==> images/clock_map.png <==
Drawn at 3 px/um.
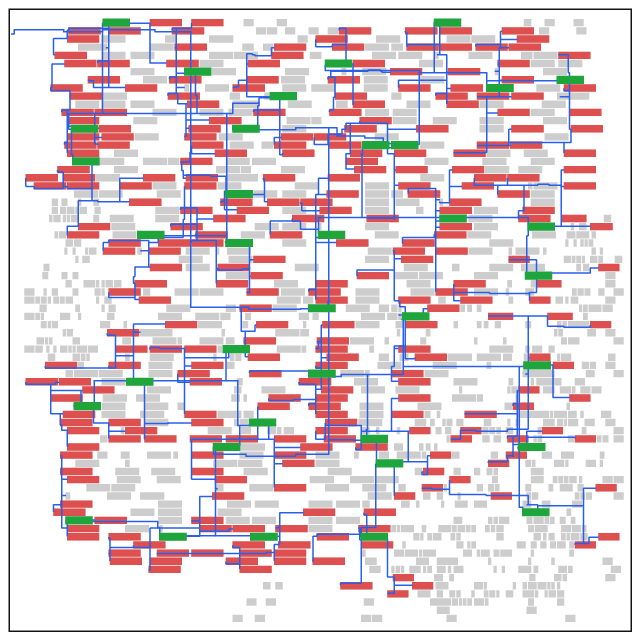
==> images/final_congestion.png <==
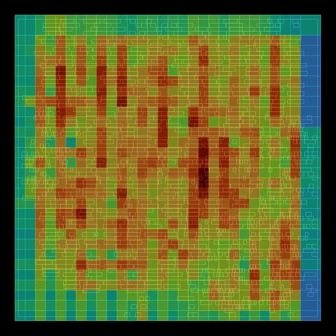
==> images/met4.png <==
Drawn at 2 px/um.
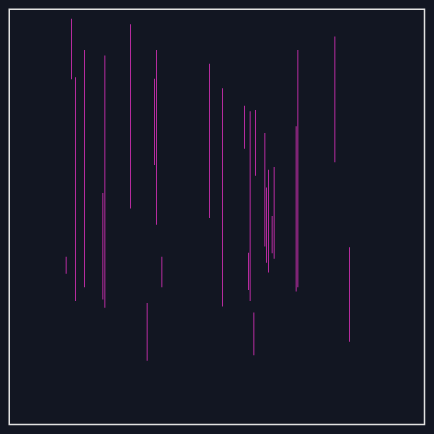
==> images/density.png <==
Drawn at 1.5 px/um. The die is cut into 21 by 21 equal tiles; white is low, dark blue is high, 0 to 100% covered.
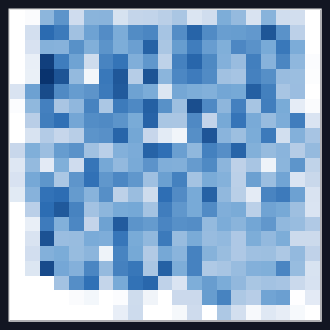
==> images/pdn.png <==
Drawn at 2 px/um. Pins as bars on the die edge.
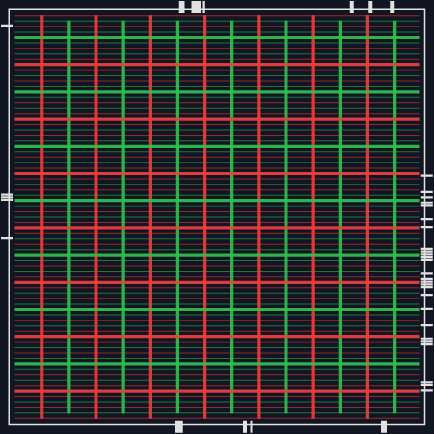
## config.mk

```make
export PLATFORM = sky130hd
export DESIGN_NAME = accumulator_cpu_flat
export DESIGN_NICKNAME = d
export VERILOG_FILES = /design/src/rtl/accumulator_cpu_if.sv /design/src/rtl/accumulator_cpu.sv /design/src/flat_wrapper.sv
export SDC_FILE = /design/constraint.sdc
export NUM_CORES = 1
export LEC_CHECK = 0
export ABC_AREA = 0
export CELL_PAD_IN_SITES_DETAIL_PLACEMENT = 0
export CELL_PAD_IN_SITES_GLOBAL_PLACEMENT = 1
export CORE_MARGIN = 2
export CORE_UTILIZATION = 40
export DETAILED_ROUTE_END_ITERATION = 10
export GPL_ROUTABILITY_DRIVEN = 1
export PLACE_DENSITY_LB_ADDON = 0.1
export REMOVE_ABC_BUFFERS = 1
export SETUP_SLACK_MARGIN = 0.5
export SLEW_MARGIN = 40
export SYNTH_ARGS = -nofsm -noshare
export SYNTH_HDL_FRONTEND = slang
export SYNTH_SLANG_ARGS = --single-unit
```

## constraint.sdc

```tcl
create_clock -name clk -period 9.3 [get_ports clk]
set_input_delay 0.93 -clock clk [delete_from_list [all_inputs] [get_ports clk]]
set_output_delay 0.93 -clock clk [all_outputs]
set_load 0.05 [all_outputs]
```

## src/rtl/accumulator_cpu_if.sv

```systemverilog
// rtl/accumulator_cpu_if.sv - bootload and debug port bundle for accumulator_cpu
interface accumulator_cpu_if #(
  parameter int DATA_W = 8,
  parameter int ADDR_W = 5
);
  logic              boot_en;
  logic              boot_we;
  logic [ADDR_W-1:0] boot_addr;
  logic [DATA_W-1:0] boot_data;
  logic [ADDR_W-1:0] dbg_addr;
  logic [DATA_W-1:0] dbg_data;

  modport master (
    output boot_en, boot_we, boot_addr, boot_data, dbg_addr,
    input  dbg_data
  );

  modport slave (
    input  boot_en, boot_we, boot_addr, boot_data, dbg_addr,
    output dbg_data
  );
endinterface

```

## src/rtl/accumulator_cpu.sv

```systemverilog
// rtl/accumulator_cpu.sv - parametrised accumulator CPU with on-chip RAM, bootload port and step enable
module accumulator_cpu #(
  parameter int DATA_W   = 8,
  parameter int ADDR_W   = 5,
  parameter int OPC_W    = 3,
  parameter int STEP_DIV = 1
) (
  input  logic              clk,
  input  logic              reset,
  accumulator_cpu_if.slave  bus,
  output logic [DATA_W-1:0] acc,
  output logic [ADDR_W-1:0] pc,
  output logic [DATA_W-1:0] ir,
  output logic              flag_c,
  output logic              flag_z,
  output logic [1:0]        state,
  output logic              halted
);
  localparam int DEPTH = 2 ** ADDR_W;
  localparam int CNT_W = (STEP_DIV > 1) ? $clog2(STEP_DIV) : 1;

  localparam logic [OPC_W-1:0] OP_LDA = OPC_W'(0);
  localparam logic [OPC_W-1:0] OP_STA = OPC_W'(1);
  localparam logic [OPC_W-1:0] OP_ADD = OPC_W'(2);
  localparam logic [OPC_W-1:0] OP_SUB = OPC_W'(3);
  localparam logic [OPC_W-1:0] OP_JMP = OPC_W'(4);
  localparam logic [OPC_W-1:0] OP_JZ  = OPC_W'(5);
  localparam logic [OPC_W-1:0] OP_JC  = OPC_W'(6);
  localparam logic [OPC_W-1:0] OP_HLT = OPC_W'(7);

  typedef enum logic [1:0] {
    FETCH  = 2'd0,
    DECODE = 2'd1,
    EXEC   = 2'd2,
    HALT   = 2'd3
  } stateT;

  stateT             curState;
  stateT             nextState;
  logic [DATA_W-1:0] mem [DEPTH];
  logic [DATA_W-1:0] mbr;
  logic [CNT_W-1:0]  stepCnt;
  logic              step;
  logic              holdAll;
  logic [OPC_W-1:0]  opcode;
  logic [ADDR_W-1:0] operand;
  logic [DATA_W:0]   sum;
  logic [DATA_W:0]   diff;
  logic              staWrite;

  assign holdAll  = !reset || bus.boot_en;
  assign step     = (stepCnt == CNT_W'(STEP_DIV - 1));
  assign opcode   = ir[DATA_W-1 -: OPC_W];
  assign operand  = ir[ADDR_W-1:0];
  assign sum      = {1'b0, acc} + {1'b0, mbr};
  // The extra top bit of the difference is the borrow: set exactly when acc < mbr.
  assign diff     = {1'b0, acc} - {1'b0, mbr};
  assign staWrite = !holdAll && step && (curState == EXEC) && (opcode == OP_STA);

  assign state        = curState;
  assign halted       = (curState == HALT);
  assign bus.dbg_data = mem[bus.dbg_addr];

  always_ff @(posedge clk) begin
    if (holdAll || step) stepCnt <= '0;
    else                 stepCnt <= stepCnt + CNT_W'(1);
  end

  always_ff @(posedge clk) begin
    if (holdAll)   curState <= FETCH;
    else if (step) curState <= nextState;
  end

  always_comb begin
    nextState = curState;
    case (curState)
      FETCH:   nextState = DECODE;
      DECODE:  nextState = (opcode == OP_HLT) ? HALT : EXEC;
      EXEC:    nextState = FETCH;
      HALT:    nextState = HALT;
      default: nextState = FETCH;
    endcase
  end

  always_ff @(posedge clk) begin
    if (holdAll) begin
      acc    <= '0;
      pc     <= '0;
      ir     <= '0;
      mbr    <= '0;
      flag_c <= 1'b0;
      flag_z <= 1'b0;
    end else if (step) begin
      case (curState)
        FETCH: begin
          ir <= mem[pc];
          pc <= pc + ADDR_W'(1);
        end
        DECODE: mbr <= mem[operand];
        EXEC: begin
          case (opcode)
            OP_LDA: begin
              acc    <= mbr;
              flag_z <= (mbr == '0);
            end
            OP_ADD: begin
              acc    <= sum[DATA_W-1:0];
              flag_c <= sum[DATA_W];
              flag_z <= (sum[DATA_W-1:0] == '0);
            end
            OP_SUB: begin
              acc    <= diff[DATA_W-1:0];
              flag_c <= diff[DATA_W];
              flag_z <= (diff[DATA_W-1:0] == '0);
            end
            OP_JMP: pc <= operand;
            OP_JZ:  if (flag_z) pc <= operand;
            OP_JC:  if (flag_c) pc <= operand;
            default: ;
          endcase
        end
        default: ;
      endcase
    end
  end

  // Boot writes bypass the step enable; an STA is dropped whenever boot_en is high.
  always_ff @(posedge clk) begin
    if (bus.boot_en && bus.boot_we) mem[bus.boot_addr] <= bus.boot_data;
    else if (staWrite)              mem[operand] <= acc;
  end
endmodule

```

## src/flat_wrapper.sv

```systemverilog
// flat-port wrapper written by rule: the top's interface ports become plain ports
module accumulator_cpu_flat 
#(
  parameter int DATA_W   = 8,
  parameter int ADDR_W   = 5,
  parameter int OPC_W    = 3,
  parameter int STEP_DIV = 1
)
  (clk, reset, acc, pc, ir, flag_c, flag_z, state, halted, bus_boot_en, bus_boot_we, bus_boot_addr, bus_boot_data, bus_dbg_addr, bus_dbg_data);
  accumulator_cpu_if #(.DATA_W(DATA_W), .ADDR_W(ADDR_W)) bus_i ();
  input  logic clk;
  input  logic reset;
  output logic [DATA_W-1:0] acc;
  output logic [ADDR_W-1:0] pc;
  output logic [DATA_W-1:0] ir;
  output logic flag_c;
  output logic flag_z;
  output logic [1:0] state;
  output logic halted;
  input wire logic [$bits(bus_i.boot_en)-1:0] bus_boot_en;
  input wire logic [$bits(bus_i.boot_we)-1:0] bus_boot_we;
  input wire logic [$bits(bus_i.boot_addr)-1:0] bus_boot_addr;
  input wire logic [$bits(bus_i.boot_data)-1:0] bus_boot_data;
  input wire logic [$bits(bus_i.dbg_addr)-1:0] bus_dbg_addr;
  output wire logic [$bits(bus_i.dbg_data)-1:0] bus_dbg_data;
  assign bus_i.boot_en = bus_boot_en;
  assign bus_i.boot_we = bus_boot_we;
  assign bus_i.boot_addr = bus_boot_addr;
  assign bus_i.boot_data = bus_boot_data;
  assign bus_i.dbg_addr = bus_dbg_addr;
  assign bus_dbg_data = bus_i.dbg_data;
  accumulator_cpu #(.DATA_W(DATA_W), .ADDR_W(ADDR_W), .OPC_W(OPC_W), .STEP_DIV(STEP_DIV)) u_core (.clk(clk), .reset(reset), .bus(bus_i), .acc(acc), .pc(pc), .ir(ir), .flag_c(flag_c), .flag_z(flag_z), .state(state), .halted(halted));
endmodule
```

==> results.txt <==
The full implementation flow was run.

The number of cells reported by Yosys stat comes to 1001. The final-report setup violation count stands at 0. Before any placement, the netlist area is recorded as roughly 0.016 mm2. STA classifies the critical path endpoint as an output port.

The number of fill cells in the layout stands at 3548. Counting flops and latches in the post-synthesis netlist gives 290. The area growth from synthesis to layout is 14.5%.

The maximum clock insertion buffer count stands at 3. The data required time at the worst endpoint stands at 8370 ps. The flow ran to the end, and the final reports show no timing, DRC or antenna violations. The combinational-cell power consumption stands at 0.292 mW.

The final layout report lists a clock buffer count of 39. The launch point of the worst register-to-register path is recorded as u_core.ir[0]$_SDFFE_PP0P_. For hold timing, the worst endpoint is u_core.acc[3]$_SDFFE_PP0P_.

The initial standard-cell utilization of the core stands at 0.404. The number of antenna diodes in the final layout is 0. TritonCTS built the clock tree. CTS built an H-tree with a depth of 2. The highest fanout seen on the critical path stands at 34.

The initial antenna violation count came to 1. The area share of the largest cell type after synthesis stands at 0.467. In the final layout, the multi-input gates occupy 0.00762 mm2. Checking max transition, the worst relative margin is 0.469.

The share of post-route cells with drive strength above 1 stands at 0.344. Looking at hold timing, the worst path starts from u_core.mbr[3]$_SDFFE_PP0P_. The design received a total of 532 well taps at floorplan. Synthesis handed over a netlist of roughly 1000 instances.

The number of cells traversed by the worst register-to-register path stands at 6. The maximum number of pins on one net before global-route repair stands at ~65. The layout net count stands at approximately 1100. The first global-routing pass estimated between 70000 and 80000 um of wire. STA classifies the critical path startpoint as an input port. The area fraction of clock buffers and clock inverters stands at 0.0631. The final routed wirelength across all metal layers stands at 53300 um. The power report attributes to the sequential group a share of 0.457. The biggest area contributor in the post-synthesis netlist is sky130_fd_sc_hd__edfxtp_1.

The internal power stands at around 2.4 mW. The area of the core stands at 0.0407 mm2. The routed layout has ~10000 vias.

Per report_power, the Clock row totals roughly 1.4 mW.
About clock_map.png:
[green] cells driving clock nets | count: 36
[blue] clock wires | length: 4090 um
[red] flip-flops | count: 290
flops lie	spread over the die
routed clock nets	37

About final_congestion.png:
GR Layer Usage met2: 0.402
Final Core Density: 0.463
GRT Overall Usage: 0.255
detail-routed net length per standard cell: 33.0 um
busiest grt layer: met2

About met4.png:
main direction	vertical
share of all routed wire	3.0%
wire length on this layer	1600 um
nets with wire on the layer	21

About density.png:
nearly empty tiles	9.3%
mean over tiles	43%
fullest tile	99%
tiles over 75% full	6.6%
emptiest ninth of the die	lower left

About pdn.png:
color	net
red	VSS
green	VDD
met1 rails	75
met4 straps	14
met5 straps	14

[through the flow]
stage                     hold slack [ps]  setup WS (ps)  instances  total power, mW
after CTS                             532           3910       1612             3.19
after detailed placement              522           3910       1548             1.77
after global placement                521           3930       1546             1.77
after global routing                  550           3790       1612             3.25
after floorplan                       483           4530        918             1.65
final                                 528           4010       1612             3.16
[critical path, stage by stage]
cell and delay [ps]:
sky130_fd_sc_hd__buf_4 500, sky130_fd_sc_hd__buf_4 680, sky130_fd_sc_hd__mux4_2 590, sky130_fd_sc_hd__mux4_2 570, sky130_fd_sc_hd__mux2_2 310, sky130_fd_sc_hd__clkdlybuf4s50_1 700
[routing by layer]
layer | wire [um] | up-vias | track usage
met5 | 0 | - | 0
met4 | 1600 | 0 | 0.0808
met3 | 3840 | 62 | 0.0374
met2 | 25400 | 444 | 0.402
met1 | 22400 | 5549 | 0.368
li1 | - | 4320 | -
[cell usage in the layout (no fill, tap or decap), types with 26 or more instances in the layout]
cell type | netlist | layout
sky130_fd_sc_hd__a21oi_1 | 34 | 34
sky130_fd_sc_hd__buf_4 | 14 | 42
sky130_fd_sc_hd__clkbuf_16 | 0 | 37
sky130_fd_sc_hd__clkdlybuf4s50_1 | 0 | 53
sky130_fd_sc_hd__dfxtp_1 | 34 | 29
sky130_fd_sc_hd__edfxtp_1 | 256 | 256
sky130_fd_sc_hd__inv_1 | 26 | 26
sky130_fd_sc_hd__mux4_2 | 227 | 227
sky130_fd_sc_hd__nand2_1 | 29 | 29
sky130_fd_sc_hd__nor2_1 | 62 | 50
sky130_fd_sc_hd__o21ai_0 | 42 | 41
[kinds of logic after synthesis]
group / share of synthesized area
simple gates: 0.0507
xor+xnor: 0.00426
flops: 0.508
compound gates: 0.0546
other cells: 0.000228
mux: 0.334
buf+inv: 0.0315
fa+ha+maj: 0.0161
Power is estimated from default activity; no workload was simulated.
